## src/rtl/lcd_seq_pkg.sv

```systemverilog
// Shared types and register map for the LCD SPI sequencer.
package lcd_seq_pkg;

  typedef struct packed {
    logic       kind;   // 0: SPI byte, 1: delay command
    logic       dc;
    logic [7:0] data;
  } entry_t;

  typedef enum logic [1:0] {
    ST_IDLE,
    ST_WAIT,
    ST_GAP,
    ST_DELAY
  } state_t;

  localparam logic [1:0] REG_TX     = 2'd0;
  localparam logic [1:0] REG_STATUS = 2'd1;
  localparam logic [1:0] REG_CTRL   = 2'd2;
  localparam logic [1:0] REG_GAP    = 2'd3;

  localparam int ST_BUSY_BIT     = 0;
  localparam int ST_FULL_BIT     = 1;
  localparam int ST_EMPTY_BIT    = 2;
  localparam int ST_OVF_BIT      = 3;
  localparam int ST_COUNT_LSB    = 8;
  localparam int CTRL_ENABLE_BIT = 0;
  localparam int CTRL_FLUSH_BIT  = 1;

  function automatic entry_t unpack_tx(input logic [31:0] v);
    entry_t e;
    e.kind = v[9];
    e.dc   = v[8];
    e.data = v[7:0];
    return e;
  endfunction

endpackage

```

## src/rtl/lcd_spi_sequencer_fifo.sv

```systemverilog
// Synchronous FIFO with flush; a push while full is dropped even if a pop occurs in the same cycle.
module sync_fifo #(
  parameter int WIDTH = 10,
  parameter int DEPTH = 16
) (
  input  logic                     clk,
  input  logic                     reset_n,
  input  logic                     push_i,
  input  logic [WIDTH-1:0]         data_i,
  input  logic                     pop_i,
  input  logic                     flush_i,
  output logic [WIDTH-1:0]         data_o,
  output logic                     full_o,
  output logic                     empty_o,
  output logic [$clog2(DEPTH):0]   count_o
);

  localparam int AW = $clog2(DEPTH);
  localparam logic [AW:0]   DEPTH_C = (AW+1)'(DEPTH);
  localparam logic [AW-1:0] PTR_ONE = AW'(1);
  localparam logic [AW:0]   CNT_ONE = (AW+1)'(1);

  logic [WIDTH-1:0] mem_q [DEPTH];
  logic [AW-1:0]    wr_ptr_q, wr_ptr_d, rd_ptr_q, rd_ptr_d;
  logic [AW:0]      count_q, count_d;
  logic             do_push, do_pop;

  assign full_o  = (count_q == DEPTH_C);
  assign empty_o = (count_q == '0);
  assign do_push = push_i && !full_o;
  assign do_pop  = pop_i && !empty_o;
  assign data_o  = mem_q[rd_ptr_q];
  assign count_o = count_q;

  always_comb begin
    wr_ptr_d = wr_ptr_q;
    rd_ptr_d = rd_ptr_q;
    count_d  = count_q;
    if (flush_i) begin
      wr_ptr_d = '0;
      rd_ptr_d = '0;
      count_d  = '0;
    end else begin
      if (do_push) wr_ptr_d = wr_ptr_q + PTR_ONE;
      if (do_pop)  rd_ptr_d = rd_ptr_q + PTR_ONE;
      case ({do_push, do_pop})
        2'b10:   count_d = count_q + CNT_ONE;
        2'b01:   count_d = count_q - CNT_ONE;
        default: count_d = count_q;
      endcase
    end
  end

  always_ff @(posedge clk or negedge reset_n) begin
    if (!reset_n) begin
      wr_ptr_q <= '0;
      rd_ptr_q <= '0;
      count_q  <= '0;
    end else begin
      wr_ptr_q <= wr_ptr_d;
      rd_ptr_q <= rd_ptr_d;
      count_q  <= count_d;
    end
  end

  // Storage carries data only, so it is left out of reset.
  always_ff @(posedge clk) begin
    if (do_push) mem_q[wr_ptr_q] <= data_i;
  end

endmodule

```

## src/rtl/lcd_spi_sequencer.sv

```systemverilog
// Bus-mapped command queue that drains bytes and delay commands into the LCD spi_controller.
module lcd_spi_sequencer
  import lcd_seq_pkg::*;
#(
  parameter int FIFO_DEPTH = 16,
  parameter int DELAY_UNIT = 1000
) (
  input  logic        clk,
  input  logic        reset_n,
  input  logic [31:0] address_in,
  input  logic        sel_in,
  input  logic        read_in,
  output logic [31:0] read_value_out,
  input  logic [3:0]  write_mask_in,
  input  logic [31:0] write_value_in,
  output logic        ready_out,
  output logic        spi_start,
  output logic [7:0]  spi_data_out,
  output logic        spi_dc,
  input  logic        spi_busy,
  input  logic        spi_done
);

  localparam int AW    = $clog2(FIFO_DEPTH);
  localparam int CNT_W = $clog2(255*DELAY_UNIT+1);
  localparam logic [CNT_W-1:0] UNIT    = CNT_W'(DELAY_UNIT);
  localparam logic [CNT_W-1:0] CNT_ONE = CNT_W'(1);

  logic [1:0]       reg_sel;
  logic             wr_en, push, flush, pop;
  logic             fifo_full, fifo_empty, busy;
  logic [AW:0]      fifo_count;
  logic [$bits(entry_t)-1:0] head_bits;
  entry_t           head;
  logic [31:0]      status;

  logic             enable_q, enable_d;
  logic [7:0]       gap_q, gap_d;
  logic             ovf_q, ovf_d;
  state_t           state_q, state_d;
  logic [CNT_W-1:0] cnt_q, cnt_d;
  logic             start_q, start_d;
  logic [7:0]       data_q, data_d;
  logic             dc_q, dc_d;

  logic unused_bus;
  assign unused_bus = ^{read_in, address_in[31:4], address_in[1:0],
                        write_mask_in[3:1], write_value_in[31:10]};

  assign reg_sel   = address_in[3:2];
  assign wr_en     = sel_in && write_mask_in[0];
  assign push      = wr_en && (reg_sel == REG_TX);
  assign flush     = wr_en && (reg_sel == REG_CTRL) && write_value_in[CTRL_FLUSH_BIT];
  assign ready_out = sel_in;
  assign head      = entry_t'(head_bits);
  assign busy      = (state_q != ST_IDLE) || !fifo_empty;

  sync_fifo #(
    .WIDTH ($bits(entry_t)),
    .DEPTH (FIFO_DEPTH)
  ) u_fifo (
    .clk     (clk),
    .reset_n (reset_n),
    .push_i  (push),
    .data_i  (unpack_tx(write_value_in)),
    .pop_i   (pop),
    .flush_i (flush),
    .data_o  (head_bits),
    .full_o  (fifo_full),
    .empty_o (fifo_empty),
    .count_o (fifo_count)
  );

  always_comb begin
    enable_d = enable_q;
    gap_d    = gap_q;
    ovf_d    = ovf_q;
    if (wr_en) begin
      case (reg_sel)
        REG_TX:     if (fifo_full) ovf_d = 1'b1;
        REG_STATUS: if (write_value_in[ST_OVF_BIT]) ovf_d = 1'b0;
        REG_CTRL:   enable_d = write_value_in[CTRL_ENABLE_BIT];
        default:    gap_d = write_value_in[7:0];
      endcase
    end
  end

  always_comb begin
    status = '0;
    status[ST_BUSY_BIT]  = busy;
    status[ST_FULL_BIT]  = fifo_full;
    status[ST_EMPTY_BIT] = fifo_empty;
    status[ST_OVF_BIT]   = ovf_q;
    status[ST_COUNT_LSB +: AW+1] = fifo_count;
    read_value_out = '0;
    if (sel_in) begin
      case (reg_sel)
        REG_STATUS: read_value_out = status;
        REG_CTRL:   read_value_out = {31'b0, enable_q};
        REG_GAP:    read_value_out = {24'b0, gap_q};
        default:    read_value_out = '0;
      endcase
    end
  end

  // Start/data/dc are registered, so a pop in IDLE shows up on the bus one cycle later.
  always_comb begin
    state_d = state_q;
    cnt_d   = cnt_q;
    start_d = 1'b0;
    data_d  = data_q;
    dc_d    = dc_q;
    pop     = 1'b0;
    case (state_q)
      ST_IDLE: begin
        if (enable_q && !fifo_empty && !spi_busy) begin
          pop = 1'b1;
          if (!head.kind) begin
            data_d  = head.data;
            dc_d    = head.dc;
            start_d = 1'b1;
            state_d = ST_WAIT;
          end else begin
            cnt_d   = CNT_W'(head.data) * UNIT;
            state_d = ST_DELAY;
          end
        end
      end
      ST_WAIT: begin
        if (spi_done) begin
          if (gap_q != 8'd0) begin
            cnt_d   = CNT_W'(gap_q);
            state_d = ST_GAP;
          end else begin
            state_d = ST_IDLE;
          end
        end
      end
      default: begin
        // A zero-length delay lands here with cnt==0 and leaves immediately.
        if (cnt_q <= CNT_ONE) state_d = ST_IDLE;
        else                  cnt_d   = cnt_q - CNT_ONE;
      end
    endcase
  end

  always_ff @(posedge clk or negedge reset_n) begin
    if (!reset_n) begin
      enable_q <= 1'b0;
      gap_q    <= '0;
      ovf_q    <= 1'b0;
      state_q  <= ST_IDLE;
      cnt_q    <= '0;
      start_q  <= 1'b0;
      data_q   <= '0;
      dc_q     <= 1'b0;
    end else begin
      enable_q <= enable_d;
      gap_q    <= gap_d;
      ovf_q    <= ovf_d;
      state_q  <= state_d;
      cnt_q    <= cnt_d;
      start_q  <= start_d;
      data_q   <= data_d;
      dc_q     <= dc_d;
    end
  end

  assign spi_start    = start_q;
  assign spi_data_out = data_q;
  assign spi_dc       = dc_q;

endmodule

```

## config.mk

```make
export PLATFORM = sky130hd
export DESIGN_NAME = lcd_spi_sequencer
export DESIGN_NICKNAME = d
export VERILOG_FILES = /design/src/rtl/lcd_seq_pkg.sv /design/src/rtl/lcd_spi_sequencer_fifo.sv /design/src/rtl/lcd_spi_sequencer.sv
export SDC_FILE = /design/constraint.sdc
export NUM_CORES = 1
export LEC_CHECK = 0
export CAP_MARGIN = 10
export CORE_MARGIN = 2
export CORE_UTILIZATION = 52
export DETAILED_ROUTE_END_ITERATION = 16
export PLACE_DENSITY = 0.74
export SLEW_MARGIN = 10
export SYNTH_ARGS = -nofsm -noshare
export SYNTH_HDL_FRONTEND = slang
export SYNTH_HIERARCHICAL = 1
export SYNTH_SLANG_ARGS = --single-unit
```

## constraint.sdc

```tcl
create_clock -name clk -period 10.5 [get_ports clk]
set_input_delay 2.1 -clock clk [delete_from_list [all_inputs] [get_ports clk]]
set_output_delay 2.1 -clock clk [all_outputs]
set_load 0.02 [all_outputs]
```

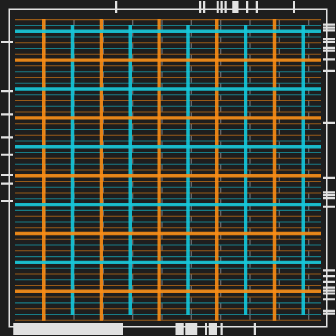
**Above:** run 1 (floorplan with the power grid).
Pins as bars on the die edge. Tap cells in gray.
- orange: VSS
- cyan: VDD
- met4 straps: 10
- tap cells: 270
- met5 straps: 10
- rows: 52
Peak supply drop: 0.000320 V
Core Box Area: 20400 um^2
die width: 149 um
die height: 149 um

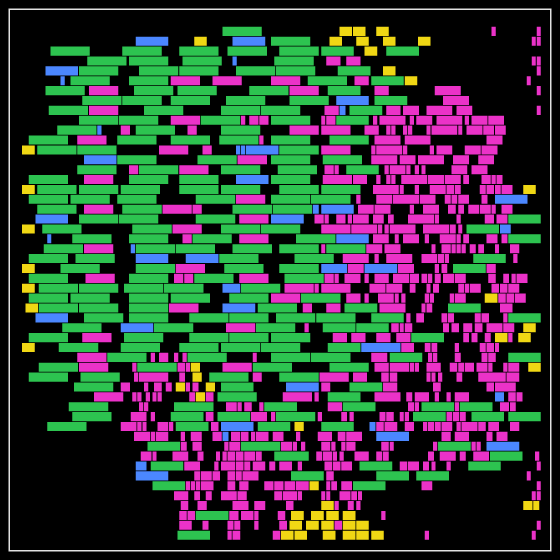
**Above:** run 1 (cell classes on the final placement).
- blue: clock drivers and dummy loads (cells 40; share of their area 6.0%)
- green: registers (cells 213; share of their area 52%)
- yellow: remaining buffers and delay cells (cells 49; share of their area 3.9%)
- magenta: remaining logic cells (cells 538; share of their area 38%)

==> flow_summary.toml, run 1 <==
# flow metrics
[clock_tree]
cts_tree = "yes"
clk_latency_ns = 0.52
clock-sinks = 213
path_clk_slew_ns = 0.06
cts_buffers = 23
htreeDepth = 1

[final_timing]
tns_ns = 0
worst_slack_ns = 4.13
post-route-period-util_pct = 60.7
setup_viol = 0
period_minus_slack_ns = 6.37

[global_route]
grt_pass1_vias = 6468
grt.total_usage_pct = 19.9
busiest_layer = "met2"
antenna_found_initial = 0
grt_pass1_wl_um = 34600
gr-usage-met2_pct = 33.6

[detailed_routing]
wl_met2_um = 10500
num_vias = 6422
wl_met3_um = 1210
ant_nets = 0
dr.pass1.iters = 5

[yosys]
syn_area_um2 = 10900
ys_sh_simple_pct = 9.07
synth_top_cell_by_count = "edfxtp_1"
synth-edff-count = 160
ys_sh_aoi_pct = 7.89
largest_area_cell = "edfxtp_1"
yosysWarnings = 6
ys_seq_share_pct = 56.3
yosysTopAreaCellShare_pct = 44.1
yosys-top-cells-area = "edfxtp_1 44%, dfrtp_1 12%, mux4_2 8.3%, ha_1 5.4%, fa_1 3.9%"

[final_layout]
logic_area_um2 = 4310
lay_top_count = "edfxtp_1"
final_core_util_pct = 59.7
num-nets-final = 967
antenna_cells = 0
stdcell_count = 1110
seq_area_um2 = 6130
drive_gt1_share_pct = 14.8

[power_and_ir_drop]
swShare_pct = 40.6
power_density_nw_per_um2 = 332
p_switching_mw = 1.64
p_leak_nw = 4.52
power.total_mw = 4.04

[flow_run]
warnings = 91

[worst_setup_path]
r2r_cells = 17
criticalPathCategory = "flip-flop to flip-flop"
crit_chain = "buf_4 > mux4_2 > a22oi_1 > nand2_1 > inv_1 > fa_1 > inv_1 > fa_1 > fa_1 > ha_1 > ha_1 > a21oi_1 > nand2_1 > o21ai_0 > o21ai_0 > xnor2_1 > o21ai_0"
cpMaxStageDelayCell = "dfrtp_2"
path_depth = 17
critPathBufInv = 3
r2r_start = "u_fifo/rd_ptr_q[0]"
endpoint = "cnt_q[17]"

[status]
status = "complete, no violations"

[placement]
placed_area_um2 = 11400
dpl_worst_slack_ns = 4.09

[worst_hold_path]
min_path_type = "flip-flop to flip-flop"
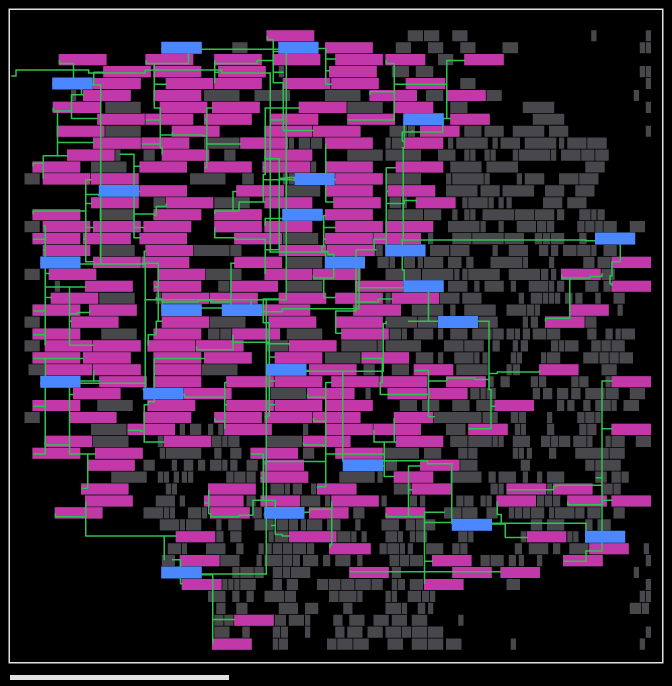
**Above:** run 1 (routed clock nets over the placement).
Bar = 50 um.
- magenta: flip-flops (count 213)
- green: clock wires (length 2360 um)
- blue: clock-net drivers (count 23)
- routed clock nets: 24

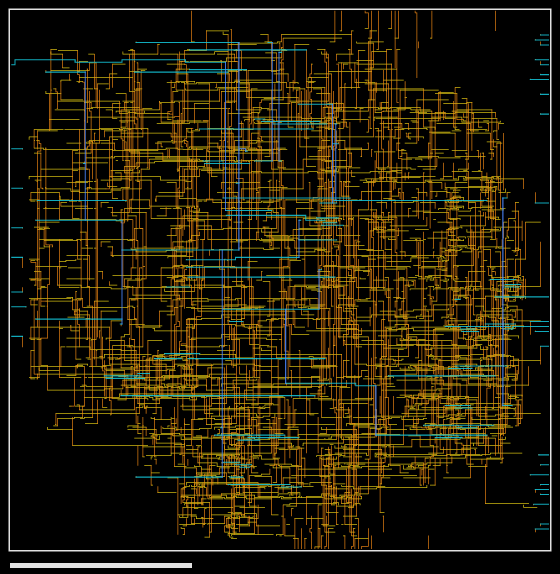
**Above:** run 1 (metal layers overlaid).
Bar = 50 um.
- yellow: M1 (wire length 8900 um)
- cyan: M3 (wire length 1210 um)
- orange: M2 (wire length 10500 um)
- blue: M4 (wire length 455 um)

==> run 1: state kept, by name, summed over array words and instances, names as in the netlist, 2 cells and up <==
signal	flops
cnt_q	18
gap_q	8
spi_data_out	8
state_q	2
u_fifo/count_o	5
u_fifo/mem_q	160
u_fifo/rd_ptr_q	4
u_fifo/wr_ptr_q	4
==> run 1: cell type report <==
type / instances / share of cell area [%]
flip-flops and latches: 213 / 50.5
multi-input cells: 486 / 35.5
clock buffers: 28 / 4.97
repair buffers: 49 / 3.83
well taps: 270 / 2.78
inverters: 52 / 1.61
clock inverters: 12 / 0.875
==> run 1: worst min-delay path by stage <==
stage               slack, ns              end
floorplan                0.47            ovf_q
global placement         0.49            ovf_q
detailed placement       0.50  spi_data_out[7]
CTS                      0.51  spi_data_out[7]
global route             0.53  spi_data_out[5]
finish                   0.51  spi_data_out[7]
**Run 1: routing congestion map**

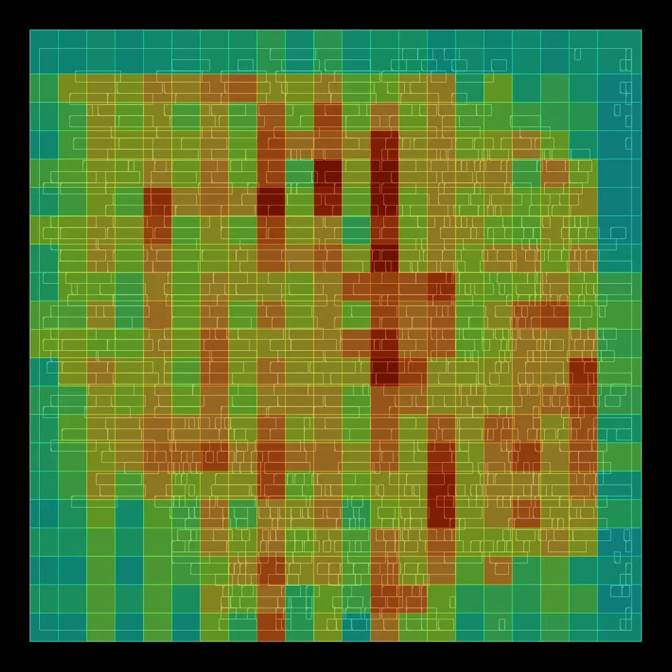

==> run 2, diff against run 1 <==
Settings changed: PLACE_DENSITY 0.74 to 0.77.
Clock period 10.5 ns to 5.6 ns, I/O delays scaled along.
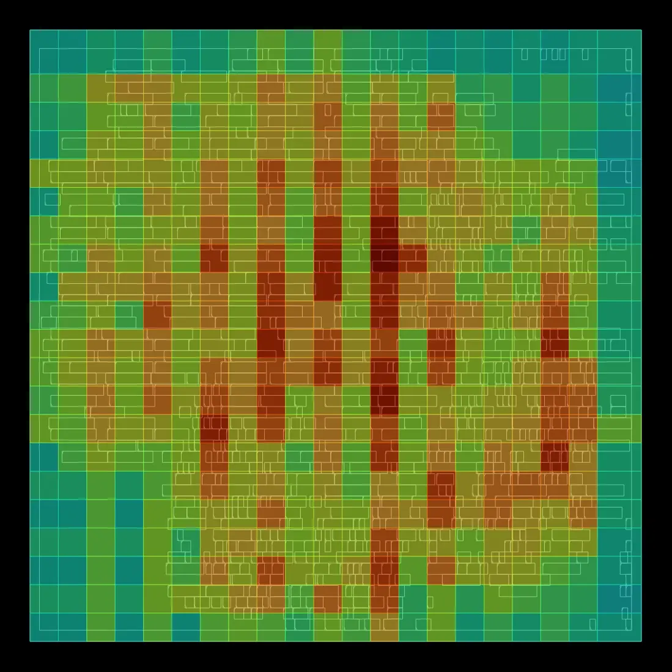
**Above:** run 2 (routing congestion map).
M3 GR Usage: 2.67%
gr usage total: 20.3%
WL/cell: 19.3 um
met1 usage in global routing: 26.4%
Top Usage Layer GRT: met2

==> run 2 against run 1 <==
Effect of this change: register-to-register slack lost 3.8 ns; routed wire length up 3.6%; final area up 1.9%; via count grew 1.0%; critical endpoint unchanged.
==> flow_summary.toml, run 2 <==
# flow metrics
[status]
status = "complete, no violations"

[clock_tree]
path_clk_slew_ns = 0.06
htreeDepth = 1
clock-sinks = 213
cts_tree = "yes"
clk_latency_ns = 0.52
cts_buffers = 23

[final_layout]
seq_share_pct = 49.5
num-multi-input-gates = 486
stdcell_count = 1134
lay_top_count = "edfxtp_1"
sh_comb_area_pct = 34.9
ff_count = 213
seq_area_um2 = 6130
buffer_area_share_pct = 5.29
regMostFlops = "u_fifo/mem_q"
n_all_buffers = 71
logic_area_um2 = 4330
num-nets-final = 989
final_core_util_pct = 60.8
clkCellAreaFrac_pct = 5.97
largest_reg_flops = 160
antenna_cells = 0

[worst_setup_path]
criticalPathCategory = "flip-flop to flip-flop"
r2r_start = "u_fifo/rd_ptr_q[2]"
cpMaxStageDelayCell = "nor2b_1"
critPathBufInv = 4

[power_and_ir_drop]
swShare_pct = 40.3
max-vdd-ir-drop_v = 0.000673
power.total_mw = 7.99
p_leak_nw = 4.66

[yosys]
synth_top_cell_by_count = "edfxtp_1"
ys_seq_share_pct = 56.3
yosysWarnings = 6
yosysTopAreaCellShare_pct = 44.1
ys_sh_aoi_pct = 7.89
largest_area_cell = "edfxtp_1"
syn_area_um2 = 10900
synth-edff-count = 160
yosys-top-cells-area = "edfxtp_1 44%, dfrtp_1 12%, mux4_2 8.3%, ha_1 5.4%, fa_1 3.9%"
ys_sh_simple_pct = 9.07

[worst_hold_path]
min_path_type = "flip-flop to flip-flop"
hold_end = "spi_data_out[1]"

[final_timing]
worst_slack_ns = 0.305
period_minus_slack_ns = 5.29
post-route-period-util_pct = 94.5
setup_viol = 0

[floorplan]
die_w_um = 149
die_height_um = 149
core-area_um2 = 20400
tap_cells = 270

[global_route]
antenna_found_initial = 0
grt_pass1_wl_um = 34600
grt_pass1_vias = 6482

[placement]
dpl_worst_slack_ns = 0.262

[detailed_routing]
dr.pass1.iters = 5
ant_nets = 0

[flow_run]
warnings = 91
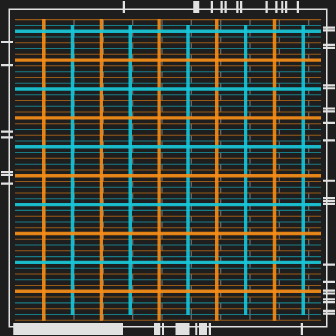
**Above:** run 2 (floorplan with the power grid).
Pins as bars on the die edge. Tap cells in gray.
- orange: VSS
- cyan: VDD
- rows: 52
- tap cells: 270
- met4 straps: 10

[run 2: cell families (layout without fill, tap and decap cells)]
logic type               count (synthesis)  after routing
multiplexers                            71             71
other                                    1             19
adder cells (fa/ha/maj)                 68             68
flip-flops                             213            213
XOR/XNOR                                17             17
buffers and inverters                  104            165
AND-OR/OR-AND                          121            121
AND/OR/NAND/NOR                        190            190
[run 2: routing by layer]
metal / track usage, % / part of all wire [%] / vias up
li1: - / - / 3038
met1: 26.4 / 42 / 3231
met2: 35.6 / 51 / 175
met3: 2.67 / 4.8 / 43
met4: 6.48 / 2.8 / 0
met5: 0 / 0 / -
[run 2: how the worst max path moves through the flow]
stage,end,depth (start not counted)
global route,cnt_q[17],20
global placement,cnt_q[16],17
finish,cnt_q[17],18
CTS,cnt_q[16],17
detailed placement,cnt_q[16],17
floorplan,cnt_q[16],18
**Run 2: routed clock nets over the placement**

Bar = 50 um.
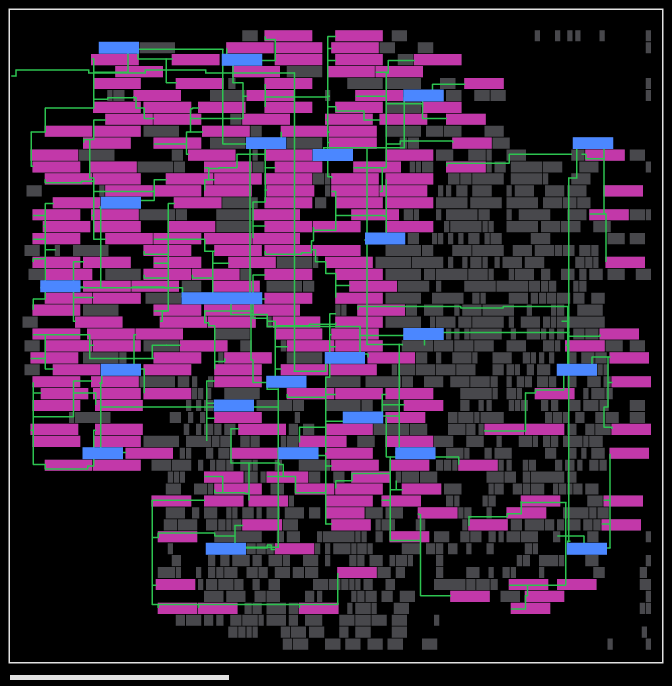

==> run 3, diff against run 2 <==
Settings changed: GPL_TIMING_DRIVEN set to 0.
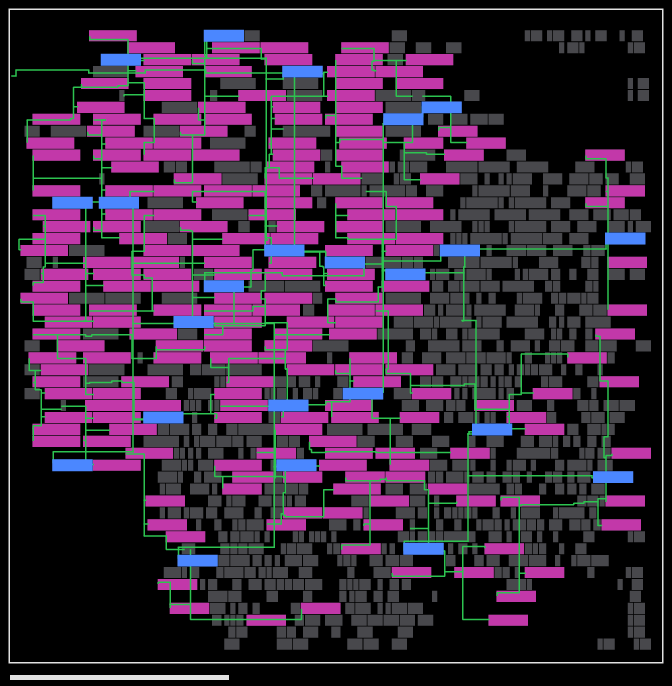
**Above:** run 3 (routed clock nets over the placement).
Bar = 50 um.
- green: clock wires (length 2520 um)
- blue: clock-net drivers (count 23)
- magenta: flip-flops (count 213)
- routed clock nets: 24

==> run 3 against run 2 <==
Effect of this change: clock skew grew 0.0027 ns; cell count grew 2.9%; critical path type unchanged; utilization up 0.98 points; routed wire length rose by 2.5%; synthesized cell count stayed put; die area did not move; sequential power is essentially flat; hold slack is essentially flat; fmax decreased by 0.11%.
==> flow_summary.toml, run 3 <==
# flow metrics
[worst_setup_path]
criticalPathCategory = "flip-flop to flip-flop"
cpMaxStageDelayCell = "fa_1"
critPathBufInv = 2

[final_layout]
sh_comb_area_pct = 34.7
num-nets-final = 1022
lay_top_count = "edfxtp_1"
buffer_area_share_pct = 6.75
logic_area_um2 = 4370
seq_area_um2 = 6130
stdcell_count = 1167
regMostFlops = "u_fifo/mem_q"
seq_share_pct = 48.7
antenna_cells = 0
ff_count = 213
largest_reg_flops = 160

[detailed_routing]
wl_met2_um = 11400
dr.pass1.iters = 5
ant_nets = 0
met1Wirelength_um = 8960
highest_layer = "met4"

[worst_hold_path]
min_path_type = "flip-flop to flip-flop"

[global_route]
busiest_layer = "met2"
grt_pass1_wl_um = 35500
gr-usage-met2_pct = 35.5
grt.total_usage_pct = 20.8
grt_util_met1_pct = 27.8
grt_pass1_vias = 6608

[yosys]
synth-edff-count = 160
ys_sh_aoi_pct = 7.89
yosys-top-cells-area = "edfxtp_1 44%, dfrtp_1 12%, mux4_2 8.3%, ha_1 5.4%, fa_1 3.9%"
synth_top_cell_by_count = "edfxtp_1"
syn_area_um2 = 10900

[placement]
dpl_worst_slack_ns = -0.506

[clock_tree]
clk_latency_ns = 0.52
path_clk_slew_ns = 0.06
clock-sinks = 213
cts_buffers = 23
htreeDepth = 1
cts_tree = "yes"

[final_timing]
setup_viol = 0
period_minus_slack_ns = 5.30
worst_slack_ns = 0.300

[power_and_ir_drop]
max-vdd-ir-drop_v = 0.000640
seq_power_share_pct = 25.5
power.total_mw = 7.85
p_leak_nw = 4.77
swShare_pct = 41.5

[floorplan]
tap_cells = 270
die_w_um = 149
core-area_um2 = 20400

[status]
status = "complete, no violations"

[flow_run]
warnings = 92
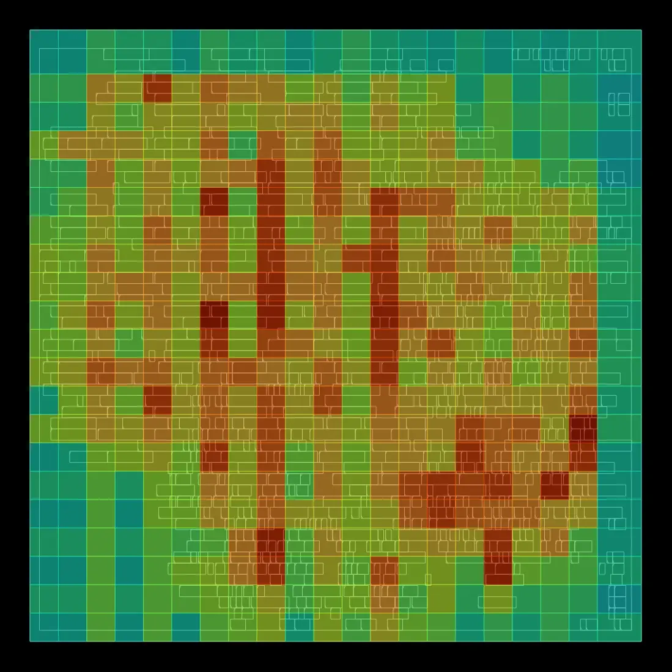
**Above:** run 3 (routing congestion map).
WL/cell: 19.2 um
final core utilization: 61.8%
M3 GR Usage: 3.50%

run 3: final timing paths:
| check | start | to | cells past startpoint |
|---|---|---|---|
| min reg2reg | spi_data_out[1] | spi_data_out[1] | 1 |
| max in group asynchronous | reset_n | u_fifo/rd_ptr_q[0] | 1 |
| min | spi_data_out[1] | spi_data_out[1] | 1 |
| min in group asynchronous | reset_n | cnt_q[17] | 1 |
| max | u_fifo/rd_ptr_q[0] | cnt_q[16] | 18 |
| max reg2reg | u_fifo/rd_ptr_q[0] | cnt_q[16] | 18 |
run 3: power groups by stage:
stage               logic (mW)  clock network, mW  registers, mW
floorplan                 3.34                  0           2.01
global placement          4.23                  0           2.02
detailed placement        4.31                  0           2.02
CTS                       4.37               1.44           2.00
global route              5.05               1.50           2.02
finish                    4.44               1.41           2.00
Power is estimated from default activity; no workload was simulated.
